<file path="src/rtl/noise_inject_ctrl.sv">
// Noise-generator sequencer: holds the generator in reset while idle, runs a warm-up,
// then streams scaled/saturated 16-bit samples on a valid/ready port with drop accounting.
module noise_inject_ctrl #(
    parameter int WARMUP_CYC = 8,
    parameter int CNT_W      = 24
) (
    input  logic                clk,
    input  logic                rst,
    input  logic                start,
    input  logic                stop,
    input  logic [1:0]          cfg_mode,
    input  logic [4:0]          cfg_shift,
    input  logic [CNT_W-1:0]    cfg_burst,
    input  logic signed [31:0]  gauss_in,
    input  logic signed [31:0]  white_in,
    input  logic signed [31:0]  pink_in,
    output logic                gen_rst,
    output logic signed [15:0]  out_data,
    output logic                out_valid,
    input  logic                out_ready,
    output logic                busy,
    output logic                done,
    output logic [15:0]         drop_cnt
);

    localparam int WC_W = (WARMUP_CYC < 2) ? 1 : $clog2(WARMUP_CYC + 1);

    localparam logic [2:0] S_IDLE  = 3'd0;
    localparam logic [2:0] S_WARM  = 3'd1;
    localparam logic [2:0] S_RUN   = 3'd2;
    localparam logic [2:0] S_FLUSH = 3'd3;
    localparam logic [2:0] S_DONE  = 3'd4;

    typedef struct packed {
        logic [1:0]       mode;
        logic [4:0]       shift;
        logic [CNT_W-1:0] burst;
    } cfg_t;

    logic [2:0]         state, nxt;
    cfg_t               cfg_q;
    logic [WC_W-1:0]    wcnt;
    logic [CNT_W-1:0]   loads;
    logic signed [31:0] sel, shifted;
    logic [15:0]        sat_val;
    logic               run_exit, load, accept;

    // Source select and scaling act on the live generator inputs of the load cycle.
    always_comb begin
        sel = '0;
        case (cfg_q.mode)
            2'd0:    sel = gauss_in;
            2'd1:    sel = white_in;
            2'd2:    sel = pink_in;
            default: sel = '0;
        endcase
    end

    assign shifted = sel >>> cfg_q.shift;

    always_comb begin
        if (shifted > 32'sd32767)
            sat_val = 16'h7FFF;
        else if (shifted < -32'sd32768)
            sat_val = 16'h8000;
        else
            sat_val = shifted[15:0];
    end

    // stop wins over a same-cycle load; a finite burst closes once all beats are loaded.
    assign run_exit = stop || ((cfg_q.burst != '0) && (loads == cfg_q.burst));
    assign load     = (state == S_RUN) && !run_exit && (!out_valid || out_ready);
    assign accept   = out_valid && out_ready;

    always_comb begin
        nxt = state;
        case (state)
            S_IDLE:  if (start) nxt = S_WARM;
            S_WARM: begin
                if (stop)
                    nxt = S_DONE;
                else if (wcnt == WC_W'(1))
                    nxt = S_RUN;
            end
            S_RUN:   if (run_exit) nxt = S_FLUSH;
            S_FLUSH: if (!out_valid || out_ready) nxt = S_DONE;
            S_DONE:  nxt = S_IDLE;
            default: nxt = S_IDLE;
        endcase
    end

    // Status outputs are registered from the next state so they line up with it.
    always_ff @(posedge clk or posedge rst) begin
        if (rst) begin
            state   <= S_IDLE;
            gen_rst <= 1'b1;
            busy    <= 1'b0;
            done    <= 1'b0;
        end else begin
            state   <= nxt;
            gen_rst <= (nxt == S_IDLE) || (nxt == S_DONE);
            busy    <= (nxt != S_IDLE);
            done    <= (nxt == S_DONE);
        end
    end

    always_ff @(posedge clk or posedge rst) begin
        if (rst) begin
            cfg_q <= '0;
            wcnt  <= '0;
        end else if (state == S_IDLE && start) begin
            cfg_q <= '{mode: cfg_mode, shift: cfg_shift, burst: cfg_burst};
            wcnt  <= WC_W'(WARMUP_CYC);
        end else if (state == S_WARM) begin
            wcnt  <= wcnt - 1'b1;
        end
    end

    always_ff @(posedge clk or posedge rst) begin
        if (rst) begin
            out_data  <= '0;
            out_valid <= 1'b0;
            loads     <= '0;
        end else begin
            case (state)
                S_IDLE: if (start) loads <= '0;
                S_RUN: begin
                    if (load) begin
                        out_data  <= $signed(sat_val);
                        out_valid <= 1'b1;
                        loads     <= loads + 1'b1;
                    end else if (out_ready) begin
                        out_valid <= 1'b0;
                    end
                end
                S_FLUSH: if (accept) out_valid <= 1'b0;
                S_DONE:  out_valid <= 1'b0;
                default: ;
            endcase
        end
    end

    // A fresh sample is lost whenever a held beat blocks the load in RUN.
    always_ff @(posedge clk or posedge rst) begin
        if (rst) begin
            drop_cnt <= '0;
        end else if (state == S_IDLE && start) begin
            drop_cnt <= '0;
        end else if (state == S_RUN && !load && out_valid && !out_ready) begin
            if (drop_cnt != 16'hFFFF)
                drop_cnt <= drop_cnt + 1'b1;
        end
    end

endmodule

</file>
<file path="config.mk">
export PLATFORM = sky130hd
export DESIGN_NAME = noise_inject_ctrl
export DESIGN_NICKNAME = d
export VERILOG_FILES = /design/src/rtl/noise_inject_ctrl.sv
export SDC_FILE = /design/constraint.sdc
export NUM_CORES = 1
export LEC_CHECK = 0
export ABC_AREA = 1
export CORE_MARGIN = 5
export CORE_UTILIZATION = 50
export DETAILED_ROUTE_END_ITERATION = 10
export HOLD_SLACK_MARGIN = 0.03
export PLACE_DENSITY = 0.88
export SLEW_MARGIN = 40
export SYNTH_ARGS = -nofsm -noshare
export SYNTH_HDL_FRONTEND = slang
export SYNTH_SLANG_ARGS = --single-unit
export TNS_END_PERCENT = 10
</file>
<file path="constraint.sdc">
create_clock -name clk -period 6.3 [get_ports clk]
set_input_delay 0.945 -clock clk [delete_from_list [all_inputs] [get_ports clk]]
set_output_delay 0.945 -clock clk [all_outputs]
set_load 0.005 [all_outputs]
</file>
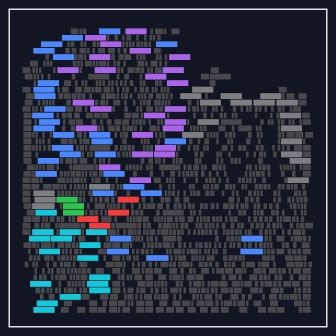
Figure 1: sequential cells coloured by netlist name.
Other sequential cells in the stronger grey, the rest of the logic in the fainter grey.
colour	name in the netlist	sequential cells
purple	loads	24
blue	cfg_q	31
cyan	drop_cnt	16
red	wcnt	4
green	state	3
not coloured	20

==> results.yml <==
# synthesis and place-and-route metrics
yosys:
  syn_inst: 1194
  edf_count: 0
  ys.warnings.count: 0
  synth_area_mm2: 0.007528
  ys_chip_area_mm2: 0.007528
  fp_nets: 1330
  postSynthAreaPerCell_um2: 6.305
  flop_cell: "dfrtp_1"
  top_area_cell: "dfrtp_1"
  async_flop_share_pct: 100.0
  yosysSeqAreaShare_pct: 32.59
  ys_types: 42
  ys_seq_elements: 98
  ys_cells: 1194
  top_cell_area_share_pct: 32.24
  yosys-top-cells-area: "dfrtp_1 32%, nand2_1 22%, nand3_1 12%"
final_layout:
  nets: 1449
  final_area_mm2: 0.009467
  layout_top_cells: "431 x nand2_1, 174 x nand3_1, 167 x clkdlybuf4s50_1"
  syn2layout_area_growth_pct: 25.74
  antenna_cells: 0
  fin_util_pct: 64.64
  lay_top_count: "nand2_1"
  top_regs: "cfg_q x31, loads x24"
  largest_reg_flops: 31
  regMostFlops: "cfg_q"
  drive_above_1_share_pct: 2.883
  final_cell_count_no_fill: 1502
clocking:
  cts_sinks: 98
  path_clk_slew_ns: 0.07
  cts_setup_buffers: 0
  h-tree-depth: 3
  cts_inserted_buffers: 9
  post_cts_resized: 0
  clockRootBuffer: "clkbuf_16"
  hold_buffers: 0
  tritoncts: "yes"
  worstSkewPairLatency_ns: 0.36
  clockBufferDepth: 2
detailed_routing:
  routed.top_layer: "met4"
  drt_iter0_drc: 761
  wl_met2_um: 11300
  wl_met1_um: 9872
  antenna_left: 0
  drcViolationCount: 0
  vias: 8473
  wl_um: 23310
  firstDrtPassIters: 5
  wl_met3_um: 1669
  avgViaCountPerCell: 5.641
  wl_per_cell_um: 15.52
setup_path:
  endpoint_kind: "register"
  crit_chain: "inv_1, nor2_1, nand2_1, nand3_1, nand2_1, nand2_1, nand2_1, nand3_1, nand3_1, nand2_1, nand2_1, nand2_1, nand3_1, nor2_1, nand2_1, nand2_2, nand2_1, a21oi_1"
  max_stage_delay_ns: 0.85
  slowest_stage: "dfrtp_1"
  cp_top_family: "simple AND/OR/NAND/NOR gates"
  worst_ep_required_time_ns: 6.58
  startpoint_type: "register"
  cp.arrival_ns: 4.22
  crit_top_cell: "nand2_1"
  crit_type: "reg2reg"
  critical_path_buf_inv_count: 1
  critPathMaxFanout: 20
worst_hold_path:
  min_path_type: "reg2reg"
die:
  core_mm2: 0.01464
  fp.dieH_um: 132.7
  rows: 44
  initial_core_util_pct: 51.41
  chipArea_mm2: 0.01761
  ios: 168
  dieWidth_um: 132.7
global_route:
  globalRouteOverflowTotal: 0
  track_usage_pct: 26.28
  antenna_found_initial: 0
  global_route.usage.met1_pct: 35.04
  use_met2_pct: 44.41
  met3_usage_pct: 3.607
  grt_pass1_wl_um: 38820
  grt_max_degree: 78
  grt_pass1_vias: 7873
  busiest_layer: "met2"
power:
  power_density_mw_per_mm2: 425.0
  p_leak_nw: 4.500
  ir_worst_vdd_mv: 0.2424
  p_total_w: 0.004024
final_timing:
  fin_setup_tns_ns: 0
  max_freq_mhz: 253.8
  layout_min_cycle_time_ns: 3.939
  slew_violations: 0
  max_slew_margin_pct: 44.76
  fin_skew_ns: 0.01471
  finalClockPeriodUsage_pct: 62.53
  hold_violations: 0
  rsz0062_at_grt: "no"
  worst_slew_pin_slew_ns: 0.8277
  setup_slack_ns: 2.361
  hold_ws_ns: 0.4922
  setup_viol: 0
status:
  status: "finished clean"
job:
  warnings: 27
  drv_cap: 0
place:
  gp_congestion: 0.9934
  dpl.hpwl_um: 17550
  port_buffers: 167
  dp_slack_ns: 2.312
  placed_area_mm2: 0.009170
  placedCellCount: 1486
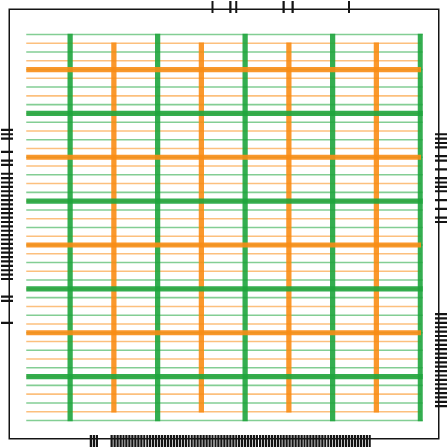
Figure 2: PDN straps and rails.
Pins as bars on the die edge.
colour	net
orange	VDD
green	VSS
signal pins	168
met5 straps	8
met1 rails	45
met4 straps	9
rows	44

==> Yosys cell counts, types with 10 or more instances <==
| cell type | n |
|---|---|
| a21oi_1 | 32 |
| buf_1 | 13 |
| buf_2 | 10 |
| clkbuf_1 | 32 |
| dfrtp_1 | 97 |
| inv_1 | 104 |
| nand2_1 | 432 |
| nand3_1 | 175 |
| nand4_1 | 20 |
| nor2_1 | 72 |
| nor3_1 | 16 |
| nor4_1 | 14 |
| o211ai_1 | 11 |
| o21ai_0 | 62 |
| o22ai_1 | 10 |
| xor2_1 | 36 |
==> tightest hold or removal path: stages (launching register included) <==
cell and delay, ns:
dfrtp_1 0.35, nand2_1 0.05, o21ai_0 0.06
==> cells by family after synthesis <==
logic type      after synthesis  synth area share [%]
simple gates                742                 41.95
buf+inv                     170                 9.340
compound gates              139                 10.60
flops                        98                 32.59
xor+xnor                     36                 4.188
mux                           5                0.6648
fa+ha+maj                     4                0.6648
==> power by group <==
group / total (W) / switching [W] / internal (W)
logic: 0.00243 / 0.00157 / 0.000866
clock network: 0.000542 / 0.000267 / 0.000275
registers: 0.00105 / 0.000255 / 0.000794
==> layout make-up <==
cell class                      count  area, um^2
Clock buffer                        9       225.2
Clock inverter                      7       63.81
Fill cell                        1345        5177
Inverter                          107       405.4
Multi-Input combinational cell    926        4379
Sequential cell                    98        2457
Tap cell                          184       230.2
Timing Repair Buffer              171        1705
==> path summary, 6_finish.rpt <==
path                       slack [ns]      endpoint    startpoint  depth (start not counted)
min reg2reg                      0.49  out_data[15]  out_data[15]                          2
min in group asynchronous        0.90   drop_cnt[9]           rst                          2
min                              0.49  out_data[15]  out_data[15]                          2
max in group asynchronous        4.45       wcnt[0]           rst                          3
max                              2.36   out_data[5]     cfg_q[30]                         18
max reg2reg                      2.36   out_data[5]     cfg_q[30]                         18
Power and IR drop assume default switching activity.
